### src/rtl/sram_arb_pkg.sv
// sram_arb_pkg
//   Shared constants and types for the two-port SRAM arbiter:
//   FSM state encodings, port identifiers, operation codes and the
//   latched downstream request record.
`timescale 1ns/1ps
package sram_arb_pkg;

  // FSM state encodings
  localparam logic [1:0] IDLE = 2'd0;
  localparam logic [1:0] BUSY = 2'd1;
  localparam logic [1:0] RESP = 2'd2;

  // Port identifiers
  localparam logic PORT_MEM = 1'b0;  // MEM-stage data memory
  localparam logic PORT_AUX = 1'b1;  // secondary master (fetch / debug loader)

  // Operation codes
  localparam logic OP_READ  = 1'b0;
  localparam logic OP_WRITE = 1'b1;

  // Downstream request captured at grant time and held through BUSY
  typedef struct packed {
    logic        op;
    logic [31:0] addr;
    logic [31:0] wdata;
  } mem_req_t;

endpackage

### src/rtl/sram_arb_pick.sv
// sram_arb_pick
//   Combinational winner selection between two requesters.
//   Ports:
//     req0, req1  : port 0 / port 1 request (wr_en | rd_en)
//     last_grant  : port granted most recently (round-robin history)
//     valid       : at least one port is requesting
//     winner      : selected port id (PORT_MEM / PORT_AUX)
//   Build option: SRAM_ARB_RR_EN defined -> round-robin on contention;
//   undefined -> fixed priority, port 0 always wins and last_grant is ignored.
`timescale 1ns/1ps
module sram_arb_pick
  import sram_arb_pkg::*;
(
  input  logic req0,
  input  logic req1,
  input  logic last_grant,
  output logic valid,
  output logic winner
);

  assign valid = req0 | req1;

`ifdef SRAM_ARB_RR_EN
  // On contention hand the SRAM to the port that did not win last time;
  // a lone requester is always granted.
  always_comb begin
    winner = PORT_MEM;
    if (req0 && req1) begin
      winner = ~last_grant;
    end else if (req1) begin
      winner = PORT_AUX;
    end
  end
`else
  // Fixed priority: history is not used in this build.
  logic unused_last_grant;
  assign unused_last_grant = last_grant;

  always_comb begin
    winner = PORT_MEM;
    if (!req0 && req1) begin
      winner = PORT_AUX;
    end
  end
`endif

endmodule

### src/rtl/sram_arbiter.sv
// sram_arbiter
//   Shares one off-chip SRAM controller between two requesters. One
//   transaction at a time: IDLE (arbitrate, latch operands) -> BUSY (drive
//   the controller until mem_ready) -> RESP (one-cycle pN_ready) -> IDLE.
//   Ports:
//     clk, rst                 : clock, synchronous active-high reset
//     pN_wr_en/pN_rd_en        : port N level requests (wr wins if both set)
//     pN_addr/pN_wdata         : port N operands, sampled at grant
//     pN_rdata                 : port N read data, held between transactions
//     pN_ready                 : port N one-cycle completion pulse
//     pN_stall                 : request pending and not completing this cycle
//     mem_wr_en/mem_rd_en      : controller request, high only in BUSY
//     mem_addr/mem_wdata       : controller operands from the latched request
//     mem_rdata/mem_ready      : controller response
//     grant_id                 : port owning the SRAM (valid in BUSY/RESP)
//   Build option: SRAM_ARB_RR_EN selects round-robin arbitration (default:
//   fixed priority with port 0 first).
`timescale 1ns/1ps
module sram_arbiter
  import sram_arb_pkg::*;
(
  input  logic        clk,
  input  logic        rst,
  input  logic        p0_wr_en,
  input  logic        p0_rd_en,
  input  logic [31:0] p0_addr,
  input  logic [31:0] p0_wdata,
  output logic [31:0] p0_rdata,
  output logic        p0_ready,
  output logic        p0_stall,
  input  logic        p1_wr_en,
  input  logic        p1_rd_en,
  input  logic [31:0] p1_addr,
  input  logic [31:0] p1_wdata,
  output logic [31:0] p1_rdata,
  output logic        p1_ready,
  output logic        p1_stall,
  output logic        mem_wr_en,
  output logic        mem_rd_en,
  output logic [31:0] mem_addr,
  output logic [31:0] mem_wdata,
  input  logic [31:0] mem_rdata,
  input  logic        mem_ready,
  output logic        grant_id
);

  logic [1:0]  state_reg;
  logic        grant_reg;
  mem_req_t    req_reg;
  logic        last_grant;

  // Per-port views so the per-port logic can be generated once
  logic [1:0]  port_wr;
  logic [1:0]  port_rd;
  logic [31:0] port_addr  [2];
  logic [31:0] port_wdata [2];
  logic [1:0]  ready_vec;
  logic [1:0]  stall_vec;
  logic [63:0] rdata_vec;

  assign port_wr       = {p1_wr_en, p0_wr_en};
  assign port_rd       = {p1_rd_en, p0_rd_en};
  assign port_addr[0]  = p0_addr;
  assign port_addr[1]  = p1_addr;
  assign port_wdata[0] = p0_wdata;
  assign port_wdata[1] = p1_wdata;

  logic pick_valid;
  logic pick_winner;

  sram_arb_pick u_pick (
    .req0       (port_wr[0] | port_rd[0]),
    .req1       (port_wr[1] | port_rd[1]),
    .last_grant (last_grant),
    .valid      (pick_valid),
    .winner     (pick_winner)
  );

  // Completion seen by the arbiter; mem_ready outside BUSY is ignored.
  logic busy_done;
  assign busy_done = (state_reg == BUSY) && mem_ready;

  always_ff @(posedge clk) begin
    if (rst) begin
      state_reg <= IDLE;
      grant_reg <= PORT_MEM;
      req_reg   <= '0;
    end else begin
      case (state_reg)
        IDLE: begin
          if (pick_valid) begin
            state_reg     <= BUSY;
            grant_reg     <= pick_winner;
            req_reg.op    <= port_wr[pick_winner] ? OP_WRITE : OP_READ;
            req_reg.addr  <= port_addr[pick_winner];
            req_reg.wdata <= port_wdata[pick_winner];
          end
        end
        BUSY: begin
          if (mem_ready) begin
            state_reg <= RESP;
          end
        end
        RESP:    state_reg <= IDLE;
        default: state_reg <= IDLE;
      endcase
    end
  end

`ifdef SRAM_ARB_RR_EN
  logic last_grant_reg;

  always_ff @(posedge clk) begin
    if (rst) begin
      last_grant_reg <= PORT_AUX;
    end else if ((state_reg == IDLE) && pick_valid) begin
      last_grant_reg <= pick_winner;
    end
  end

  assign last_grant = last_grant_reg;
`else
  // Fixed priority keeps no history; the picker ignores this input.
  assign last_grant = PORT_AUX;
`endif

  // Per-port read-data capture, completion pulse and stall.
  for (genvar gi = 0; gi < 2; gi++) begin : g_port
    logic [31:0] rdata_reg;
    logic        mine;

    assign mine = (grant_reg == 1'(gi));

    // Writes leave the port's read data untouched.
    always_ff @(posedge clk) begin
      if (rst) begin
        rdata_reg <= '0;
      end else if (busy_done && mine && (req_reg.op == OP_READ)) begin
        rdata_reg <= mem_rdata;
      end
    end

    assign ready_vec[gi]            = (state_reg == RESP) && mine;
    assign stall_vec[gi]            = (port_wr[gi] | port_rd[gi]) & ~ready_vec[gi];
    assign rdata_vec[gi*32 +: 32]   = rdata_reg;
  end

  assign p0_ready = ready_vec[0];
  assign p1_ready = ready_vec[1];
  assign p0_stall = stall_vec[0];
  assign p1_stall = stall_vec[1];
  assign p0_rdata = rdata_vec[31:0];
  assign p1_rdata = rdata_vec[63:32];

  // Request strobes only in BUSY so the controller sees them drop in RESP.
  assign mem_wr_en = (state_reg == BUSY) && (req_reg.op == OP_WRITE);
  assign mem_rd_en = (state_reg == BUSY) && (req_reg.op == OP_READ);
  assign mem_addr  = req_reg.addr;
  assign mem_wdata = req_reg.wdata;
  assign grant_id  = grant_reg;

endmodule
### config.mk
export PLATFORM = sky130hd
export DESIGN_NAME = sram_arbiter
export DESIGN_NICKNAME = d
export VERILOG_FILES = /design/src/rtl/sram_arb_pkg.sv /design/src/rtl/sram_arb_pick.sv /design/src/rtl/sram_arbiter.sv
export SDC_FILE = /design/constraint.sdc
export NUM_CORES = 1
export LEC_CHECK = 0
export ABC_AREA = 0
export CORE_MARGIN = 4
export CORE_UTILIZATION = 41
export DETAILED_ROUTE_END_ITERATION = 10
export PLACE_DENSITY = 0.89
export SLEW_MARGIN = 10
export SYNTH_ARGS = -nofsm -noshare
export SYNTH_HDL_FRONTEND = slang
export SYNTH_SLANG_ARGS = --single-unit
### constraint.sdc
create_clock -name clk -period 1.9 [get_ports clk]
set_clock_uncertainty 0.2 [all_clocks]
set_input_delay 0.19 -clock clk [delete_from_list [all_inputs] [get_ports clk]]
set_output_delay 0.19 -clock clk [all_outputs]
set_load 0.02 [all_outputs]
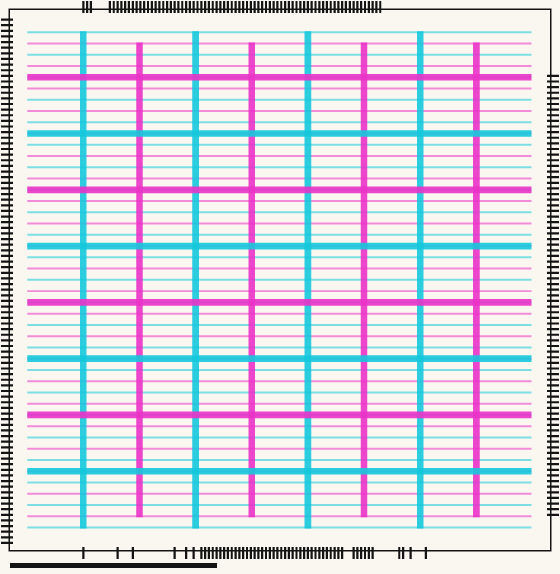
Figure 1: run 1, PDN straps and rails.
The bar under the picture is 50 um long. Pins as bars on the die edge.
net	color
VDD	magenta
VSS	cyan
met1 rails	45
met4 straps	8
met5 straps	8
rows	44

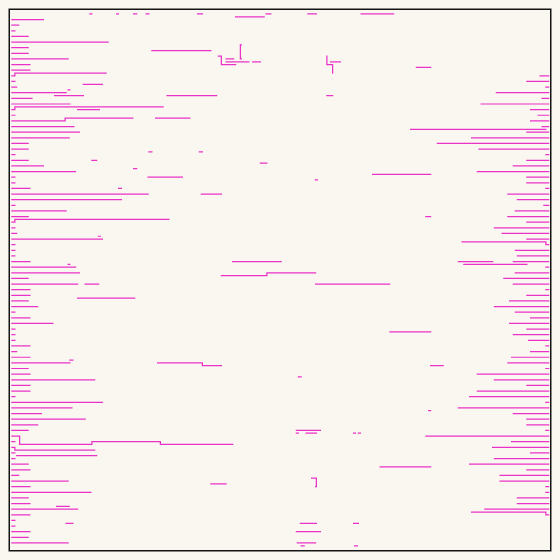
Figure 2: run 1, signal wires on met3.
longest straight run	37.3 um
main direction	horizontal
nets with wire on the layer	208
wire length on this layer	1870 um

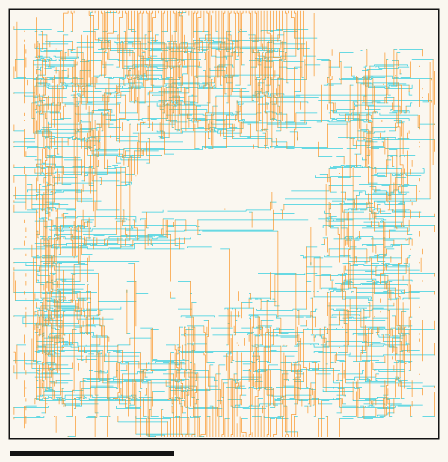
Figure 3: run 1, metal layers overlaid.
The bar under the picture is 50 um long. Two of the layers only.
layer	color	wire length
M1	cyan	7210 um
M2	orange	8570 um

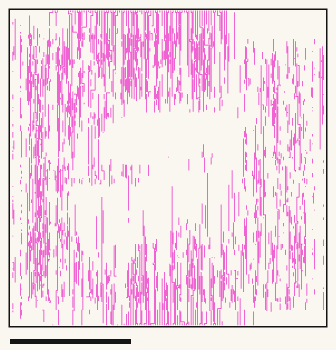
Figure 4: run 1, met2 routing.
The bar under the picture is 50 um long.
wire length on this layer	8570 um
main direction	vertical

==> results_slide.txt, run 1 <==
Synthesis and Place & Route Summary

Routing
  • Initial drt markers: 261
  • Met1 Wirelength: 7207 um

Worst setup path
  • Worst setup path class: register to output port

Final timing
  • Slew of the pin with the lowest slew margin: 620.9 ps
  • Total negative slack for setup checks: 0 ps
  • Count of endpoints failing hold in the final timing report: 0
  • Normalized max-slew margin: 0.5861

Global routing
  • Vias in the first global route: 5280
  • Most utilized layer in the global route result: met2

Layout
  • Total number of sequential cells: 132
  • Area overhead of the layout relative to synthesis: 56.54%
  • Cell group occupying the most layout area: buffers
  • Share of cells above drive strength 1: 0.09919

Power
  • Worst supply voltage drop on vdd: 0.6091 mV
  • Static Leak: 3.940 nW

Floorplan
  • CORE AREA: 14590 um^2

Clock network
  • CTS tree: yes

Yosys
  • Count leader, synth: dfxtp_1
  • Netlist area before placement: 6152 um^2

Worst hold path
  • Terminating pin of the worst hold path: p0_rdata[4]$_SDFFE_PP0P_

Placement
  • Dpl hpwl: 13550 um

Status
  • Outcome: complete, no violations
--- run 2 (diff from run 1) ---
Settings changed: SETUP_SLACK_MARGIN set to 0.2.
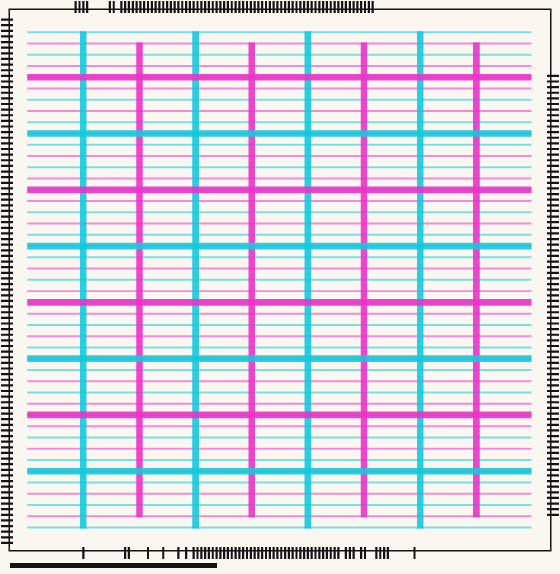
Figure 5: run 2, PDN straps and rails.
The bar under the picture is 50 um long. Pins as bars on the die edge.
net	color
VSS	cyan
VDD	magenta
met4 straps	8
rows	44
met1 rails	45

==> results_slide.txt, run 2 <==
Synthesis and Place & Route Summary

Status
  • Outcome: complete, no violations

Worst hold path
  • Worst min-delay path category: primary input to register
  • Terminating pin of the worst hold path: p1_rdata[25]$_SDFFE_PP0P_

Power
  • Static Leak: 4.542 nW
  • Worst supply voltage drop on vdd: 0.5910 mV
  • P_clk: 3.40 mW

Routing
  • Met1 Wirelength: 7324 um
  • Initial drt markers: 294
  • Highest layer used for signal routing: met4
  • Average vias per placed instance: 5.101

Clock network
  • CTS tree: yes
  • # clock sinks: 132

Yosys
  • Count leader, synth: dfxtp_1
  • Netlist area before placement: 6152 um^2

Worst setup path
  • Worst setup path class: register to output port
  • Kind of cell with the highest combined delay on the critical path: buffers and inverters
  • Type of destination of the critical path: output port

Layout
  • Area overhead of the layout relative to synthesis: 57.41%
  • Proportion of cell area spent on the clock network: 0.06395
  • Share of cells above drive strength 1: 0.1170
  • Total number of sequential cells: 132

Final timing
  • Count of endpoints failing setup in the final report: 0
  • Total negative slack for setup checks: 0 ps
  • Slew of the pin with the lowest slew margin: 627.2 ps
  • Count of endpoints failing hold in the final timing report: 0
  • Normalized max-slew margin: 0.5819

Placement
  • Dpl hpwl: 13700 um

Floorplan
  • CORE AREA: 14590 um^2

Global routing
  • Vias in the first global route: 5500
  • Total overflow reported by the global router: 0
  • Met3 global-route usage: 0.08618
Power figures rest on the tool's default switching activity, not on a simulated workload.
